`src/rtl/fetch_pc_unit.sv`:
```
`default_nettype none
// ============================================================================
//  Module   : fetch_pc_unit
//  Purpose  : Owns the architectural fetch PC and issues word-aligned
//             instruction-memory reads at PC, PC+4, PC+8, ... The in-order
//             responses are collected in a small circular fetch buffer and
//             handed to decode as {pc, instr} over a valid/ready handshake.
//             An EX redirect flushes the buffer and loads a new PC. Responses
//             still in flight at that point are counted and discarded when
//             they arrive.
//  Ports    : clk, rst_n                    clock, synchronous active-low reset
//             imem_req_valid/ready/addr     instruction fetch request
//             imem_resp_valid/data          in-order fetch response
//             redirect_valid/target         branch/jump redirect from EX
//             id_valid/ready, id_pc/instr   decode-side output handshake
//  Revision : 1.0  initial release
// ============================================================================
module fetch_pc_unit #(
    parameter logic [31:0] RESET_PC = 32'h0000_3000,
    parameter int          DEPTH    = 4
) (
    input  logic        clk,
    input  logic        rst_n,
    output logic        imem_req_valid,
    input  logic        imem_req_ready,
    output logic [31:0] imem_req_addr,
    input  logic        imem_resp_valid,
    input  logic [31:0] imem_resp_data,
    input  logic        redirect_valid,
    input  logic [31:0] redirect_target,
    input  logic        id_ready,
    output logic        id_valid,
    output logic [31:0] id_pc,
    output logic [31:0] id_instr
);

    localparam int c_PTR_W = (DEPTH > 1) ? $clog2(DEPTH) : 1;
    localparam int c_CNT_W = c_PTR_W + 1;
    localparam logic [c_CNT_W:0] c_DEPTH_SUM = DEPTH[c_CNT_W:0];

    // ------------------------------------------------------------------
    // State
    // ------------------------------------------------------------------
    logic [31:0]                r_pc_q,        w_pc_d;
    logic [DEPTH-1:0][31:0]     r_buf_pc_q,    w_buf_pc_d;
    logic [DEPTH-1:0][31:0]     r_buf_instr_q, w_buf_instr_d;
    logic [DEPTH-1:0]           r_buf_fill_q,  w_buf_fill_d;
    logic [c_PTR_W-1:0]         r_alloc_ptr_q, w_alloc_ptr_d;
    logic [c_PTR_W-1:0]         r_fill_ptr_q,  w_fill_ptr_d;
    logic [c_PTR_W-1:0]         r_head_ptr_q,  w_head_ptr_d;
    logic [c_CNT_W-1:0]         r_alloc_cnt_q, w_alloc_cnt_d;
    // Allocated entries whose response has not arrived yet.
    logic [c_CNT_W-1:0]         r_pend_cnt_q,  w_pend_cnt_d;
    // Responses still owed by memory for requests made before a redirect.
    logic [c_CNT_W-1:0]         r_drop_cnt_q,  w_drop_cnt_d;

    logic [c_CNT_W:0]           w_occupancy;
    logic [c_CNT_W-1:0]         w_outstanding;
    logic                       w_accept;
    logic                       w_pop;
    logic                       w_resp_drop;
    logic                       w_resp_fill;

    // ------------------------------------------------------------------
    // Handshake decode
    // ------------------------------------------------------------------
    // Dropped responses still occupy memory-side slots, so they count
    // against the request budget together with the allocated entries.
    assign w_occupancy    = {1'b0, r_alloc_cnt_q} + {1'b0, r_drop_cnt_q};
    assign imem_req_valid = rst_n & ~redirect_valid & (w_occupancy < c_DEPTH_SUM);
    assign imem_req_addr  = {r_pc_q[31:2], 2'b00};

    assign id_valid = r_buf_fill_q[r_head_ptr_q];
    assign id_pc    = r_buf_pc_q[r_head_ptr_q];
    assign id_instr = r_buf_instr_q[r_head_ptr_q];

    assign w_accept    = imem_req_valid & imem_req_ready;
    assign w_pop       = id_valid & id_ready & ~redirect_valid;
    assign w_resp_drop = imem_resp_valid & (r_drop_cnt_q != '0);
    // A response with nothing pending and nothing to drop is ignored.
    assign w_resp_fill = imem_resp_valid & (r_drop_cnt_q == '0) & (r_pend_cnt_q != '0);

    // Never exceeds DEPTH, so it fits in the counter width.
    assign w_outstanding = r_drop_cnt_q + r_pend_cnt_q;

    // ------------------------------------------------------------------
    // Next-state logic
    // ------------------------------------------------------------------
    always_comb begin
        w_pc_d        = r_pc_q;
        w_buf_pc_d    = r_buf_pc_q;
        w_buf_instr_d = r_buf_instr_q;
        w_buf_fill_d  = r_buf_fill_q;
        w_alloc_ptr_d = r_alloc_ptr_q;
        w_fill_ptr_d  = r_fill_ptr_q;
        w_head_ptr_d  = r_head_ptr_q;
        w_alloc_cnt_d = r_alloc_cnt_q;
        w_pend_cnt_d  = r_pend_cnt_q;
        w_drop_cnt_d  = r_drop_cnt_q;

        if (redirect_valid) begin
            // Flush: every unfilled entry becomes a response to discard.
            // A response arriving right now is itself discarded, which
            // retires one of those owed responses immediately.
            w_pc_d        = redirect_target & ~32'h0000_0003;
            w_buf_fill_d  = '0;
            w_alloc_ptr_d = '0;
            w_fill_ptr_d  = '0;
            w_head_ptr_d  = '0;
            w_alloc_cnt_d = '0;
            w_pend_cnt_d  = '0;
            if (imem_resp_valid && (w_outstanding != '0)) begin
                w_drop_cnt_d = w_outstanding - c_CNT_W'(1);
            end else begin
                w_drop_cnt_d = w_outstanding;
            end
        end else begin
            if (w_resp_drop) begin
                w_drop_cnt_d = r_drop_cnt_q - c_CNT_W'(1);
            end

            if (w_resp_fill) begin
                w_buf_instr_d[r_fill_ptr_q] = imem_resp_data;
                w_buf_fill_d[r_fill_ptr_q]  = 1'b1;
                w_fill_ptr_d                = r_fill_ptr_q + c_PTR_W'(1);
            end

            if (w_pop) begin
                w_buf_fill_d[r_head_ptr_q]  = 1'b0;
                w_buf_pc_d[r_head_ptr_q]    = '0;
                w_buf_instr_d[r_head_ptr_q] = '0;
                w_head_ptr_d                = r_head_ptr_q + c_PTR_W'(1);
            end

            // The slot at alloc_ptr is always free here, so it cannot
            // collide with the fill or pop slot written above.
            if (w_accept) begin
                w_buf_pc_d[r_alloc_ptr_q]   = r_pc_q;
                w_buf_fill_d[r_alloc_ptr_q] = 1'b0;
                w_alloc_ptr_d               = r_alloc_ptr_q + c_PTR_W'(1);
                w_pc_d                      = r_pc_q + 32'd4;
            end

            case ({w_accept, w_pop})
                2'b10:   w_alloc_cnt_d = r_alloc_cnt_q + c_CNT_W'(1);
                2'b01:   w_alloc_cnt_d = r_alloc_cnt_q - c_CNT_W'(1);
                default: w_alloc_cnt_d = r_alloc_cnt_q;
            endcase

            case ({w_accept, w_resp_fill})
                2'b10:   w_pend_cnt_d = r_pend_cnt_q + c_CNT_W'(1);
                2'b01:   w_pend_cnt_d = r_pend_cnt_q - c_CNT_W'(1);
                default: w_pend_cnt_d = r_pend_cnt_q;
            endcase
        end
    end

    // ------------------------------------------------------------------
    // Registers
    // ------------------------------------------------------------------
    always_ff @(posedge clk) begin
        if (!rst_n) begin
            r_pc_q        <= RESET_PC;
            r_buf_pc_q    <= '0;
            r_buf_instr_q <= '0;
            r_buf_fill_q  <= '0;
            r_alloc_ptr_q <= '0;
            r_fill_ptr_q  <= '0;
            r_head_ptr_q  <= '0;
            r_alloc_cnt_q <= '0;
            r_pend_cnt_q  <= '0;
            r_drop_cnt_q  <= '0;
        end else begin
            r_pc_q        <= w_pc_d;
            r_buf_pc_q    <= w_buf_pc_d;
            r_buf_instr_q <= w_buf_instr_d;
            r_buf_fill_q  <= w_buf_fill_d;
            r_alloc_ptr_q <= w_alloc_ptr_d;
            r_fill_ptr_q  <= w_fill_ptr_d;
            r_head_ptr_q  <= w_head_ptr_d;
            r_alloc_cnt_q <= w_alloc_cnt_d;
            r_pend_cnt_q  <= w_pend_cnt_d;
            r_drop_cnt_q  <= w_drop_cnt_d;
        end
    end

endmodule
`default_nettype wire

```
`config.mk`:
```
export PLATFORM = sky130hd
export DESIGN_NAME = fetch_pc_unit
export DESIGN_NICKNAME = d
export VERILOG_FILES = /design/src/rtl/fetch_pc_unit.sv
export SDC_FILE = /design/constraint.sdc
export NUM_CORES = 1
export LEC_CHECK = 0
export CAP_MARGIN = 20
export CORE_AREA = 2 2 195 235
export DETAILED_ROUTE_END_ITERATION = 6
export DIE_AREA = 0 0 197 237
export PLACE_DENSITY = 0.54
export SKIP_CTS_REPAIR_TIMING = 1
export SLEW_MARGIN = 5
export SYNTH_ARGS = -nofsm -noshare
export SYNTH_HDL_FRONTEND = slang
export SYNTH_SLANG_ARGS = --single-unit
export TNS_END_PERCENT = 100
```
`constraint.sdc`:
```
create_clock -name clk -period 5.22 [get_ports clk]
set_clock_uncertainty 0.1 [all_clocks]
set_input_delay 0.783 -clock clk [delete_from_list [all_inputs] [get_ports clk]]
set_output_delay 0.783 -clock clk [all_outputs]
set_load 0.02 [all_outputs]
```
Zoomed window:
Region (37, 165) to (62, 190) µm. Cells in grey, sequential cells in the stronger grey; small squares are vias.
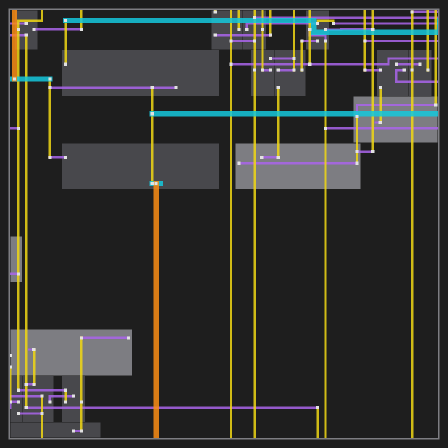
Key: metal 3 = cyan; metal 1 = purple; metal 4 = orange; metal 2 = yellow
Sequential cells in the window: 3. Netlist names of flops here include r_buf_instr_q (3). 16 logic cells have their middle in the window. Most frequent: nand2_1 (7), a21oi_1 (4), dfxtp_1 (3).

Metal 1:
Scale: 2 px per µm.
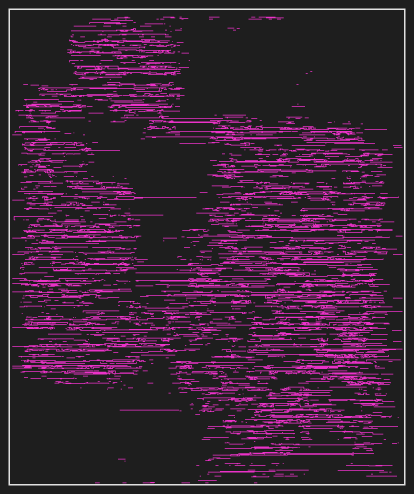
The wires run mostly horizontal. 1547 nets have wire on it. The layer holds 40% of the routed length. The layer carries 17300 µm of wire. The longest straight run is 44.6 µm.

==> results.txt <==
yosys + openroad results -> routability-driven placement congestion ratio 0.773, Die ar. 0.0467 mm², clock network power consumption 0.00257 W, Yosys reg bits 305, multi-input logic cell count 1018, cell with the most instances after synthesis sky130_fd_sc_hd__nand2_1, final design instance area without fill 0.0164 mm², die extent in x 197 µm, critical path startpoint category register, wire length on met1 17300 µm, TritonCTS sink count 305, Area growth, synth to finish 24.8%, final critical delay including setup and external delays 3.81 ns, final number of max-transition violations 0, total length of routed met3 wires 2740 µm, diodes inserted 0, max_slew headroom 0.376, total power density per cell area 325 mW/mm², detailed route wirelength on metal2 21800 µm, pin count of the biggest net entering global routing 54, top cell type's share of synthesized area 0.465, Crit. End Element output port, worst hold start r_buf_pc_q[64], proportion of cell area occupied by registers 0.373, Top cells by area sky130_fd_sc_hd__dfxtp_1 46%, sky130_fd_sc_hd__nand2_1 12%, sky130_fd_sc_hd__mux4_2 11%, initial antenna violation count 0, violation tally from detailed-route iteration zero 680, Avg Inst Size Synth 8.96 µm², Port Buffer Count 163, commonest cells in the netlist 432 x sky130_fd_sc_hd__nand2_1, 305 x sky130_fd_sc_hd__dfxtp_1, 162 x sky130_fd_sc_hd__a21oi_1, total power after layout 0.00532 W, total via count in the routed design 11.2k, MaxCap Viol Count 0, number of global-route vias before repair 11.3k, Seq pwr share 0.452, clock network fraction of total power 0.483, static leakage 5.37 nW, first-pass GRT wire length 66600 µm, startpoint of the worst register-to-register path r_head_ptr_q[1], worst reg2reg endpoint r_alloc_cnt_q[2], capture point of the worst path id_pc[31], worst voltage drop across the vdd grid 229 µV, RSZ-0062 raised after global routing no, CP delay by family, top buffers and inverters, # Cells Yosys 1466, launch point of the worst path r_head_ptr_q[0], layout clock buffer count 51, drt drc 0, clock root cell sky130_fd_sc_hd__clkbuf_16, post-synthesis cell type with the largest combined area sky130_fd_sc_hd__dfxtp_1, total wire length 43300 µm, Slew @ Worst Pin 0.936 ns, remaining global-route overflow 0, count of nets after finishing 1669, Register-to-Register Setup Slack 2.05 ns, crit-path cells buf_12, mux4_2, clkdlybuf4s50_1, total global-route track usage 0.186, placeable core region 0.0445 mm², P_int 0.00405 W, arrival time at the worst endpoint 2.93 ns, non-clock inverter instance count of the final layout 21, total number of tap cells 565, worst hold path cell count 1, main flop type sky130_fd_sc_hd__dfxtp_1, Yosys chip area 0.0131 mm², worst setup slack after placement 1.35 ns, Antenna Violating Nets Remaining 0, detailed placement HPWL 27000 µm, num sequential 305, length in cells of the worst reg-to-reg path 7, # fillers 4494, most common logic cells in the final layout 429 x sky130_fd_sc_hd__nand2_1, 303 x sky130_fd_sc_hd__dfxtp_1, 163 x sky130_fd_sc_hd__clkdlybuf4s50_1, Bufs and invs on worst path 2, status finished, final reports clean, post-synthesis cell area 0.0131 mm², CTS tree done, number of enable-type register cells in the synthesized netlist 0, Bufs on Longest Clock Path 3, area after detailed placement 0.0152 mm², fraction of registers with async set or reset after synthesis 0
Cells coloured by class:
Scale: 1.5 px per µm.
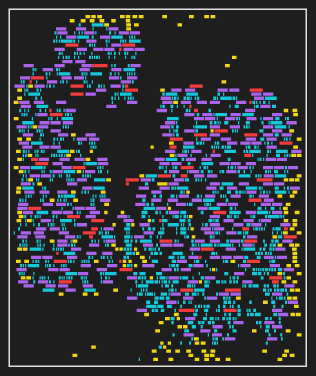
Key: sequential cells = purple [cells 305, share of their area 39%]; clock drivers and dummy loads = red [cells 63, share of their area 7.7%]; combinational and other logic = cyan [cells 1039, share of their area 41%]; remaining buffers and delay cells = yellow [cells 192, share of their area 12%]

Routing congestion map:
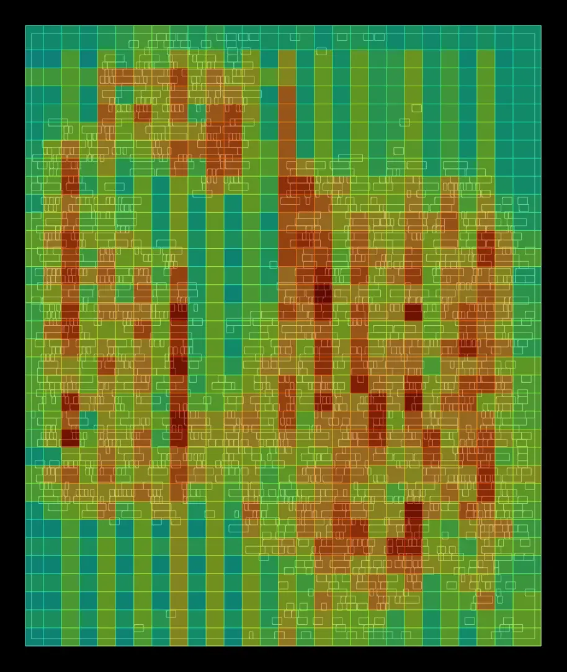
M2 GR Usage: 0.333
Routed WL per cell: 20.0 µm

==> flip-flops by register name (all words and copies together), names as in the netlist <==
name,flops
r_fill_ptr_q,2
r_alloc_ptr_q,2
r_pc_q,30
r_buf_fill_q,4
r_buf_pc_q,128
r_drop_cnt_q,3
r_pend_cnt_q,3
r_head_ptr_q,2
r_buf_instr_q,128
r_alloc_cnt_q,3
==> cells by family after synthesis <==
| kind of cell | share of synthesized area |
|---|---|
| fa+ha+maj | 0.0255 |
| mux | 0.115 |
| simple gates | 0.182 |
| other cells | 0.000286 |
| flops | 0.465 |
| compound gates | 0.149 |
| buf+inv | 0.0473 |
| xor+xnor | 0.0160 |
==> metal layers <==
layer  global-route usage  up-vias
li1                     -     5330
met1                0.213     5426
met2                0.333      329
met3               0.0457       70
met4               0.0684        0
met5                    0        -
Power is estimated from default activity; no workload was simulated.
